**config.mk**
```make
export PLATFORM = sky130hd
export DESIGN_NAME = mem_wb_stage
export DESIGN_NICKNAME = d
export VERILOG_FILES = /design/src/rtl/mem_wb_stage.sv
export SDC_FILE = /design/constraint.sdc
export NUM_CORES = 1
export LEC_CHECK = 0
export ABC_CLOCK_PERIOD_IN_PS = 2610
export CAP_MARGIN = 40
export CORE_AREA = 2 2 172 174
export CTS_BUF_LIST = sky130_fd_sc_hd__clkbuf_4
export CTS_CLUSTER_SIZE = 8
export DETAILED_ROUTE_END_ITERATION = 12
export DIE_AREA = 0 0 174 176
export DONT_BUFFER_PORTS = 1
export SYNTH_ARGS = -nofsm -noshare
export SYNTH_HDL_FRONTEND = slang
export SYNTH_SLANG_ARGS = --single-unit
```
**constraint.sdc**
```tcl
create_clock -name clk -period 2.61 [get_ports clk]
set_input_delay 0.6525 -clock clk [delete_from_list [all_inputs] [get_ports clk]]
set_output_delay 0.6525 -clock clk [all_outputs]
set_load 0.03 [all_outputs]
```
**src/rtl/mem_wb_stage.sv**
```systemverilog
// mem_wb_stage: pipeline register between the MEM stage and the writeback
// data-source mux. Registers the MEM-stage control and data fields, lines up
// the synchronous data-memory read data with the load that owns it (holding
// it stable while the pipeline is stalled) and counts retired instructions.
//
// Optional feature macro: WB_BYPASS_EN
//   When defined, adds bypass_valid / bypass_reg / bypass_data, which present
//   the final writeback value to EX-stage forwarding. When undefined, those
//   ports and their logic are absent.

module mem_wb_stage #(
    parameter int DW     = 64,
    parameter int REG_AW = 5,
    parameter int CNT_W  = 32
) (
    input  logic              clk,
    input  logic              reset,
    input  logic              stall,
    input  logic              flush,
    input  logic              valid_MEM,
    input  logic              LW_MEM,
    input  logic              ADDI_MEM,
    input  logic              SUBI_MEM,
    input  logic              MOVI_MEM,
    input  logic              WRE_MEM,
    input  logic [REG_AW-1:0] WReg1_MEM,
    input  logic [DW-1:0]     ALU_out_MEM,
    input  logic [DW-1:0]     Offset_MEM,
    input  logic [DW-1:0]     D_out_mem,
    output logic              valid_WB,
    output logic              LW_WB,
    output logic              ADDI_WB,
    output logic              SUBI_WB,
    output logic              MOVI_WB,
    output logic              WRE_WB,
    output logic [REG_AW-1:0] WReg1_WB,
    output logic [DW-1:0]     ALU_out_WB,
    output logic [DW-1:0]     Offset_WB,
    output logic [DW-1:0]     D_out_WB,
    output logic [CNT_W-1:0]  retire_count
`ifdef WB_BYPASS_EN
    ,
    output logic              bypass_valid,
    output logic [REG_AW-1:0] bypass_reg,
    output logic [DW-1:0]     bypass_data
`endif
);

    // Raw registered write enable; the visible WRE_WB is qualified by valid_WB
    // so a bubble can never write the register file.
    logic              wre_q;

    // Load data captured on the first stall edge of a load sitting in WB,
    // because the memory read port is free to change while we are stalled.
    logic              hold_valid;
    logic [DW-1:0]     hold_reg;

    // A qualifying stall edge: a real load in WB whose data is not yet held.
    logic              capture_load;
    assign capture_load = valid_WB & LW_WB & ~hold_valid;

    // Control fields: cleared by reset, squashed by flush, frozen by stall.
    always_ff @(posedge clk) begin
        if (reset) begin
            valid_WB <= 1'b0;
            LW_WB    <= 1'b0;
            ADDI_WB  <= 1'b0;
            SUBI_WB  <= 1'b0;
            MOVI_WB  <= 1'b0;
            wre_q    <= 1'b0;
        end else if (flush) begin
            valid_WB <= 1'b0;
            LW_WB    <= 1'b0;
            ADDI_WB  <= 1'b0;
            SUBI_WB  <= 1'b0;
            MOVI_WB  <= 1'b0;
            wre_q    <= 1'b0;
        end else if (!stall) begin
            valid_WB <= valid_MEM;
            LW_WB    <= LW_MEM;
            ADDI_WB  <= ADDI_MEM;
            SUBI_WB  <= SUBI_MEM;
            MOVI_WB  <= MOVI_MEM;
            wre_q    <= WRE_MEM;
        end
    end

    // Data fields: cleared by reset, otherwise only move on a normal advance.
    always_ff @(posedge clk) begin
        if (reset) begin
            WReg1_WB   <= '0;
            ALU_out_WB <= '0;
            Offset_WB  <= '0;
        end else if (!flush && !stall) begin
            WReg1_WB   <= WReg1_MEM;
            ALU_out_WB <= ALU_out_MEM;
            Offset_WB  <= Offset_MEM;
        end
    end

    // Load-data hold: capture once per stall run, release when the pipe moves.
    always_ff @(posedge clk) begin
        if (reset) begin
            hold_valid <= 1'b0;
            hold_reg   <= '0;
        end else if (flush) begin
            hold_valid <= 1'b0;
        end else if (stall) begin
            if (capture_load) begin
                hold_valid <= 1'b1;
                hold_reg   <= D_out_mem;
            end
        end else begin
            hold_valid <= 1'b0;
        end
    end

    // Retired-instruction counter: counts the real instruction leaving WB.
    always_ff @(posedge clk) begin
        if (reset) begin
            retire_count <= '0;
        end else if (!flush && !stall && valid_WB) begin
            retire_count <= retire_count + CNT_W'(1);
        end
    end

    // Output qualification and load-data selection.
    always_comb begin
        WRE_WB   = wre_q & valid_WB;
        D_out_WB = hold_valid ? hold_reg : D_out_mem;
    end

`ifdef WB_BYPASS_EN
    // Final writeback value for forwarding, in the writeback mux priority.
    always_comb begin
        bypass_valid = WRE_WB;
        bypass_reg   = WReg1_WB;
        bypass_data  = D_out_WB;
        if (!LW_WB && (ADDI_WB || SUBI_WB)) begin
            bypass_data = ALU_out_WB;
        end else if (MOVI_WB && !LW_WB && !ADDI_WB) begin
            bypass_data = Offset_WB;
        end
    end
`endif

endmodule

```
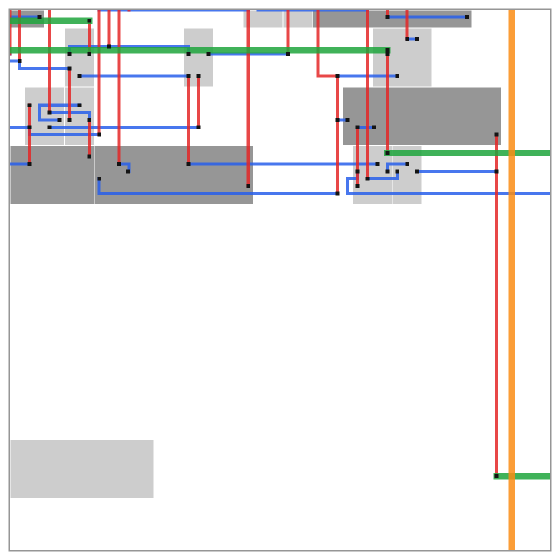
(images/detail.png)
Region (118, 120) to (143, 145) um. Cells in gray, sequential cells in the stronger gray; small squares are vias.
Key: metal 4 = orange; metal 3 = green; metal 2 = red; metal 1 = blue
Netlist names of flops here include `ALU_out_WB` (2), `Offset_WB` (1). Sequential cells in the window: 3. 11 logic cells have their middle in the window. Most frequent: nand2_1 (4), dfxtp_1 (3), a21oi_1 (2).

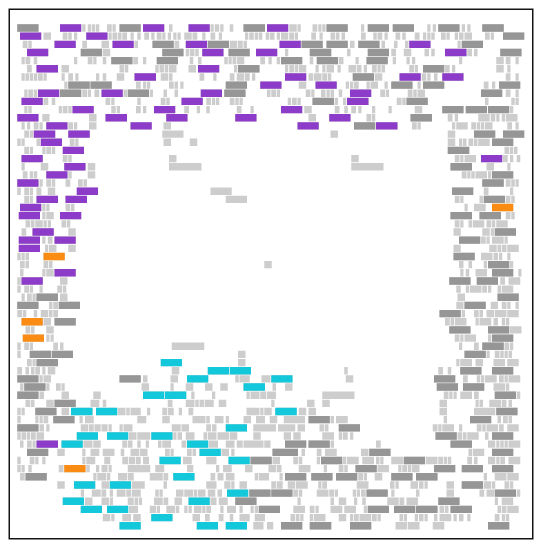
(images/flops_by_reg.png)
Drawn at 3 px/um.
Key: `Offset_WB` = purple [placed flops 64]; `WReg1_WB` = orange [placed flops 5]; `retire_count` = cyan [placed flops 32]
Another 135 sequential cells are not colored.
Final Util: 0.375
Seq area share: 0.442
Sequential Area: 4730 um2

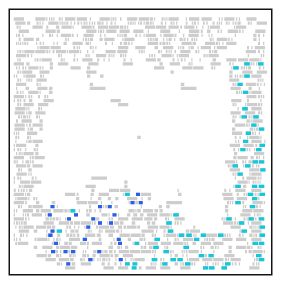
(images/logic_types.png)
Drawn at 1.5 px/um.
Key: XOR/XNOR gates = blue [cells 27]; multiplexers = cyan [cells 71]
Comb area share: 0.392
most frequent logic cell in the layout: nand2_1
Layout Cells excl Fill: 1,585

==> Slide: Implementation Results <==
Physical Implementation Snapshot

Outcome
  – Run status: finished clean

CTS
  – TritonCTS Buffers: 67
  – H-tree depth: 3

Final timing
  – Unrepaired setup endpoints after global routing: false
  – Slew @ Worst Pin: 685 ps
  – Clock skew: 54.2 ps
  – Final min period: 2450 ps
  – Endpoints failing setup: 0
  – Fin. max-slew vios: 0

Pwr
  – Pwr per Cell Area: 749 nW/um2
  – Comb pwr share: 0.050
  – Internal: 5.97 mW

Yosys
  – Synth Seq Share: 0.511
  – Flops & latches, synth: 236
  – Yosys stat chip area: 9240 um2
  – Yosys top cell by instances: nand2_1
  – Mapped Nets: 1,336
  – Post-synth EDFFs: 0
  – Post-synth top cells: 405 x nand2_1, 236 x dfxtp_1, 202 x a21oi_1

Placed design
  – Placed instance area: 9780 um2

Detailed routing
  – DRT iter0 DRCs: 481
  – DRC violations left: 0
  – Routed WL: 26.2 mm
  – WL per Instance: 16.5 um

Finish
  – Non-clk invs: 6
  – MI comb area: 4190 um2
  – Design area: 10,700 um2

Floorplan
  – Site row count: 62
  – Die Size: 30,600 um2
  – # IOs: 442
  – Pre-Place Util: 0.324
  – Core area: 28,500 um2

Global routing
  – Tot GR Track Use: 0.160

Flow run
  – Tool Warnings: 29
==> per-stage QoR <==
| stage | total power, mW | utilization | setup WS, ps | hold WS [ps] |
|---|---|---|---|---|
| finish | 8.01 | 0.375 | 157 | 100 |
| global route | 8.39 | 0.375 | 23.7 | 7.35 |
| CTS | 8.16 | 0.374 | 75.0 | 5.96 |
| detailed placement | 4.45 | 0.342 | 549 | 441 |
| global placement | 4.44 | 0.342 | 596 | 433 |
| floorplan | 4.40 | - | 483 | 433 |
==> critical path: stages (launching register included) <==
cell and delay (ps):
dfxtp_4 480, buf_4 260, mux2_2 460
==> routing by layer <==
metal | wire length [um] | up-vias | GRT usage | part of all wire
met2 | 13100 | 356 | 0.271 | 0.50
met5 | 0 | - | 0 | 0
met3 | 2610 | 55 | 0.0672 | 0.10
li1 | - | 3793 | - | -
met1 | 9910 | 3551 | 0.179 | 0.38
met4 | 586 | 0 | 0.0634 | 0.022
==> kinds of logic (layout without fill, tap and decap cells) <==
family | count (synthesis) | count (layout)
other cells | 0 | 1
xor+xnor | 27 | 27
fa+ha+maj | 1 | 1
simple gates | 502 | 502
compound gates | 205 | 205
mux | 71 | 71
buf+inv | 86 | 158
flops | 236 | 236
==> power groups by stage <==
stage	sequential [mW]	combinational (mW)	clock, mW
floorplan	4.02	0.380	0
global placement	4.04	0.396	0
detailed placement	4.04	0.403	0
CTS	3.96	0.404	3.80
global route	3.97	0.441	3.98
finish	3.96	0.403	3.65
==> final timing paths <==
path / to / slack [ps] / depth (start not counted)
setup / recovery: D_out_WB[39] / 160 / 2
hold reg to reg: hold_reg[8] / 450 / 2
setup reg to reg: retire_count[28] / 510 / 5
hold / removal: retire_count[13] / 100 / 1
No activity file was given, so power comes from the tool's default toggle rates.
